<file path="src/rtl/ram_rd.sv">
// Three-state read port over the write-back RAM words and one external input word.
// Build option IO65_SYNC_EN: put IO65_IN through a 2-flop synchronizer (3-cycle pin-to-sample latency).
module ram_rd #(
    parameter logic [7:0] IO_IN_ADDR = 8'h41
) (
    input  logic        CLK_MA,
    input  logic        RST,
    input  logic        RD_REQ,
    input  logic [7:0]  RAM_ADDR,
    input  logic [15:0] RAM_0,
    input  logic [15:0] RAM_1,
    input  logic [15:0] RAM_2,
    input  logic [15:0] RAM_3,
    input  logic [15:0] RAM_4,
    input  logic [15:0] RAM_5,
    input  logic [15:0] RAM_6,
    input  logic [15:0] RAM_7,
    input  logic [15:0] IO65_IN,
    output logic [15:0] RAM_OUT,
    output logic        RD_VALID,
    output logic        RD_BUSY,
    output logic        RD_ERR,
    output logic        IO65_CHG
);

    localparam int unsigned DATA_W = 16;
    localparam int unsigned ADDR_W = 8;

    typedef enum logic [1:0] {
        IDLE   = 2'b00,
        LOOKUP = 2'b01,
        RESP   = 2'b10
    } state_t;

    state_t              state;
    logic [ADDR_W-1:0]   addr_q;
    logic                err_q;
    logic [DATA_W-1:0]   io65_q;
    logic [DATA_W-1:0]   io65_prev;
    logic [DATA_W-1:0]   io65_d;
    logic [DATA_W-1:0]   lut_data;
    logic                lut_err;
    logic                lut_io;
    logic                chg_clr;

`ifdef IO65_SYNC_EN
    logic [DATA_W-1:0]   io65_s1;
    logic [DATA_W-1:0]   io65_s2;

    // Two-flop synchronizer ahead of the sample register
    always_ff @(posedge CLK_MA) begin
        if (RST) begin
            io65_s1 <= '0;
            io65_s2 <= '0;
        end else begin
            io65_s1 <= IO65_IN;
            io65_s2 <= io65_s1;
        end
    end

    assign io65_d = io65_s2;
`else
    assign io65_d = IO65_IN;
`endif

    // RAM words win over the IO address; the IO port only decodes outside 0..7
    assign lut_io  = (addr_q == IO_IN_ADDR) && (addr_q[ADDR_W-1:3] != '0);
    assign chg_clr = (state == RESP) && lut_io;

    always_comb begin
        lut_data = '0;
        lut_err  = 1'b0;
        case (addr_q)
            8'h00:   lut_data = RAM_0;
            8'h01:   lut_data = RAM_1;
            8'h02:   lut_data = RAM_2;
            8'h03:   lut_data = RAM_3;
            8'h04:   lut_data = RAM_4;
            8'h05:   lut_data = RAM_5;
            8'h06:   lut_data = RAM_6;
            8'h07:   lut_data = RAM_7;
            default: begin
                if (lut_io) lut_data = io65_q;
                else        lut_err  = 1'b1;
            end
        endcase
    end

    always_ff @(posedge CLK_MA) begin
        if (RST) begin
            state     <= IDLE;
            addr_q    <= '0;
            err_q     <= 1'b0;
            io65_q    <= '0;
            io65_prev <= '0;
            RAM_OUT   <= '0;
            RD_VALID  <= 1'b0;
            RD_BUSY   <= 1'b0;
            RD_ERR    <= 1'b0;
            IO65_CHG  <= 1'b0;
        end else begin
            RD_VALID <= 1'b0;
            RD_ERR   <= 1'b0;
            io65_q   <= io65_d;

            // Sticky change flag; the clear on an IO read wins over a same-cycle change
            if (chg_clr)
                IO65_CHG <= 1'b0;
            else if ((io65_d != io65_prev) || (io65_q != io65_prev))
                IO65_CHG <= 1'b1;

            case (state)
                IDLE: begin
                    if (RD_REQ) begin
                        addr_q  <= RAM_ADDR;
                        state   <= LOOKUP;
                        RD_BUSY <= 1'b1;
                    end
                end
                LOOKUP: begin
                    RAM_OUT <= lut_data;
                    err_q   <= lut_err;
                    if (lut_io) io65_prev <= io65_q;
                    state   <= RESP;
                end
                RESP: begin
                    RD_VALID <= 1'b1;
                    RD_ERR   <= err_q;
                    RD_BUSY  <= 1'b0;
                    state    <= IDLE;
                end
                default: begin
                    RD_BUSY <= 1'b0;
                    state   <= IDLE;
                end
            endcase
        end
    end

endmodule
</file>
<file path="config.mk">
export PLATFORM = sky130hd
export DESIGN_NAME = ram_rd
export DESIGN_NICKNAME = d
export VERILOG_FILES = /design/src/rtl/ram_rd.sv
export SDC_FILE = /design/constraint.sdc
export NUM_CORES = 1
export LEC_CHECK = 0
export ABC_AREA = 1
export CELL_PAD_IN_SITES_DETAIL_PLACEMENT = 0
export CELL_PAD_IN_SITES_GLOBAL_PLACEMENT = 1
export CORE_UTILIZATION = 30
export DETAILED_ROUTE_END_ITERATION = 7
export GPL_TIMING_DRIVEN = 0
export HOLD_SLACK_MARGIN = 0.06
export PLACE_DENSITY_LB_ADDON = 0.1
export SKIP_CTS_REPAIR_TIMING = 1
export SLEW_MARGIN = 5
export SYNTH_ARGS = -nofsm -noshare
export SYNTH_HDL_FRONTEND = slang
export SYNTH_SLANG_ARGS = --single-unit
</file>
<file path="constraint.sdc">
create_clock -name CLK_MA -period 3.7 [get_ports CLK_MA]
set_input_delay 0.37 -clock CLK_MA [delete_from_list [all_inputs] [get_ports CLK_MA]]
set_output_delay 0.37 -clock CLK_MA [all_outputs]
set_load 0.01 [all_outputs]
</file>
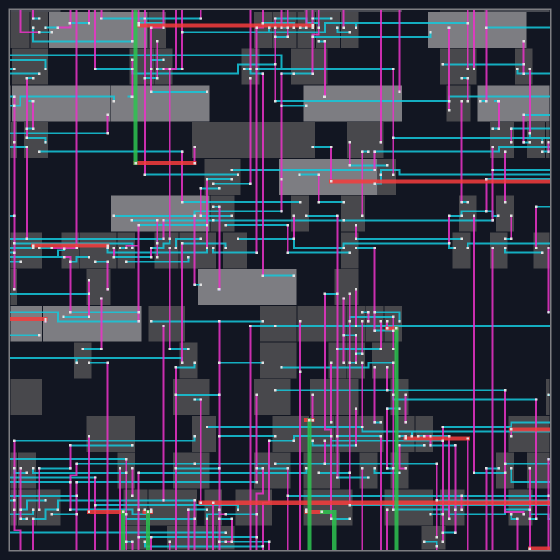
(run_1/detail.png)
Window x 39 to 79, y 39 to 79 um. Cells in gray, sequential cells in the stronger gray; small squares are vias.
| layer | color |
|---|---|
| metal 3 | red |
| metal 2 | magenta |
| metal 1 | cyan |
| metal 4 | green |
sequential cells in the window: 10
netlist names of flops here include: RAM_OUT (7), io65_prev (3)
most frequent: nand2_1 (31)
cells with their middle in the window: 96

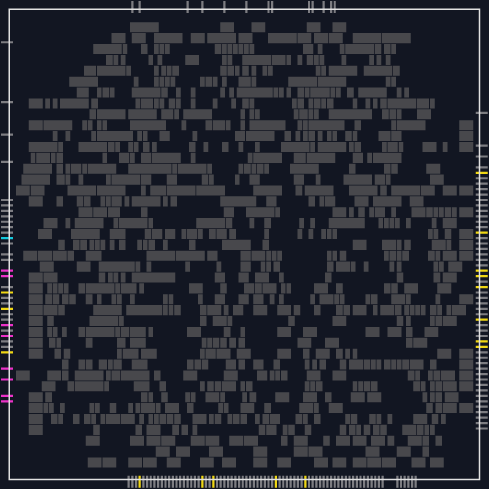
(run_1/io_placement.png)
Drawn at 4 px/um. Pins as bars across the die edge, other pins in gray.
| port | color | pins | direction | edge |
|---|---|---|---|---|
| RAM_1 | yellow | 16 | input | 8 right, 5 bottom, 3 left |
| RD_REQ | cyan | 1 | input | left |
| RAM_ADDR | magenta | 8 | input | left |
# port buffers: 173
die width: 117 um
die height: 117 um

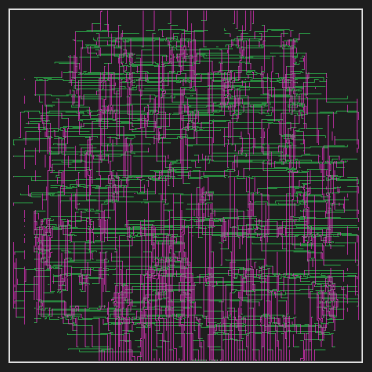
(run_1/wires.png)
Drawn at 3 px/um. Two of the layers only.
| layer | color | wire length |
|---|---|---|
| metal 1 | green | 7090 um |
| metal 2 | magenta | 7260 um |
global-route usage over all layers: 23.5%
drt wl/cell: 15.8 um
total number of vias: 4857
WL final: 15800 um

==> run notes, run 1 <==
fresh numbers from the pnr run: GR Overflow Total=0, most used routing layer=met2, NumNets Final=roughly 980, hold crit path type=in2reg, Min Hold Slack=403 ps, Cell Area, Synth=3980 um2, Rows=41, register share after synthesis=31.7%, biggest area cells=dfxtp_1, nand2_1, nand3_1, Post-Synth AOI/OAI Area=12.0%, Max VDD drop=0.227 mV, CTS Buffer Depth=2, Seq pwr share=32.6%, I/O Pins=175, status=finished, final reports clean, Post-synth regs=approximately 63, post-route ant nets=0, fin worst setup slack=2010 ps, Synth Area in Adders=0%, final period utilization=45.6%, Filler cells=1318, main flop type=dfxtp_1, Top-area cell share=roughly a third, Synthesis Warnings=0, initial antenna violation count=1, Final Skew=8.60 ps, flip-flops with a built-in enable=0, Max-area cell class=multi-input combinational cells, Final Hold Fails=0, Leak=2.76 nW, Top Metal Used=met4, R2R cell count=11, P_comb=0.000494 W, Post-Synth Simple-Gate Area=45.3%, Worst setup endpoint=RAM_OUT[7], cell count after synthesis=641, initial DRC count=320, count leader, synth=nand2_1, Comb/total area=37.4%, clk pwr=0.00100 W, Tool Warnings=26, Top cells excl fill/tap=nand2_1, clkdlybuf4s50_1, nand3_1, nor2_1, dfxtp_1, Hold Path End=RAM_OUT[13], Core Region=12800 um2, MUX area fraction=0%
## Run 2: what changed since run 1
Settings changed: CORE_UTILIZATION 30 to 25.
Clock period 3.7 ns to 1.5 ns, I/O delays scaled along.
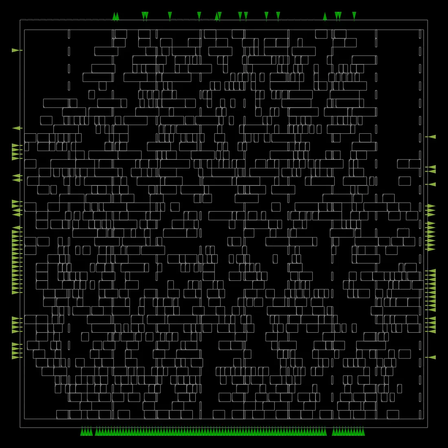
(run_2/placement.png)
Core Util, Final: 44.9%
Core Region: 15400 um2

==> run 2 against run 1 <==
  * The flow now finishes with violations (setup timing)
  * Worst hold slack lost 200 ps
  * Sequential share of layout area shrank 1.6 points
  * Final cell count grew 6.2%
  * Fmax grew 8.9%
  * Sequential cell count is the same
  * Critical path type unchanged
  * Critical endpoint is now io65_prev[9]
  * Largest power group unchanged
  * Highest routed layer unchanged
==> run notes, run 2 <==
fresh numbers from the pnr run: status=finished with violations, failing checks=setup timing, initial antenna violation count=0, WL final=16600 um, global-route usage over all layers=19.9%, Tool Warnings=27, Top cells excl fill/tap=nand2_1, clkdlybuf4s50_1, nand3_1, dfxtp_1, nor2_1, GR Overflow Total=0, Max-area cell class=multi-input combinational cells, NumNets Final=1004, count leader, synth=nand2_1, hold crit path type=in2reg, flip-flops with a built-in enable=0, Final Hold Fails=0, Leak=approximately 3.0 nW, met2 Usage GRT=33.2%, Post-Synth Simple-Gate Area=45.3%, WL met3=785 um, main flop type=dfxtp_1, Max VDD drop=0.535 mV, Final Skew=7.14 ps, Post-Synth AOI/OAI Area=12.0%, Synth Area in Adders=0%, fin worst setup slack=-47.1 ps, final setup fails=18, Synthesis Warnings=0, FF/Latch Area=approximately 1300 um2, Post-synth regs=63, Worst setup endpoint=io65_prev[9], Seq pwr share=33.8%, MUX area fraction=0%, Top Metal Used=met4, most used routing layer=met2, Filler cells=~1600, Min Hold Slack=200 ps, Rows=45, Hold Path End=RAM_OUT[13], fmax=between 0.6 and 0.7 GHz, register share after synthesis=31.7%, initial DRC count=347, # port buffers=173, Top-area cell share=31.7%, P_comb=0.00150 W, final period utilization=103%, Comb/total area=between 30 and 40%
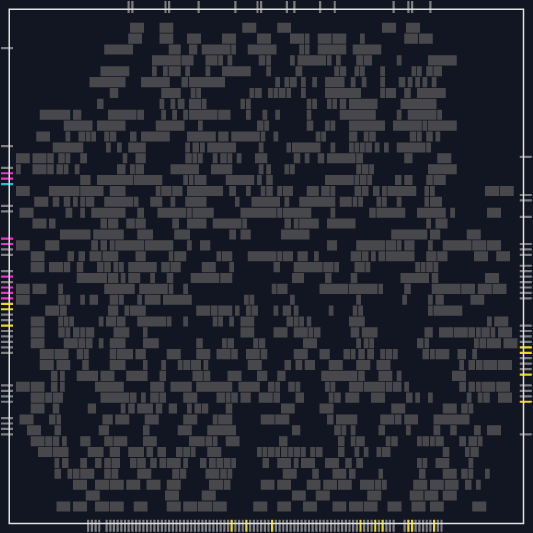
(run_2/io_placement.png)
Drawn at 4 px/um. Pins as bars across the die edge, other pins in gray.
| port | color | pins | direction | edge |
|---|---|---|---|---|
| RD_REQ | cyan | 1 | input | left |
| RAM_ADDR | magenta | 8 | input | left |
| RAM_1 | yellow | 16 | input | 9 bottom, 4 right, 3 left |

Power is estimated from default activity; no workload was simulated.
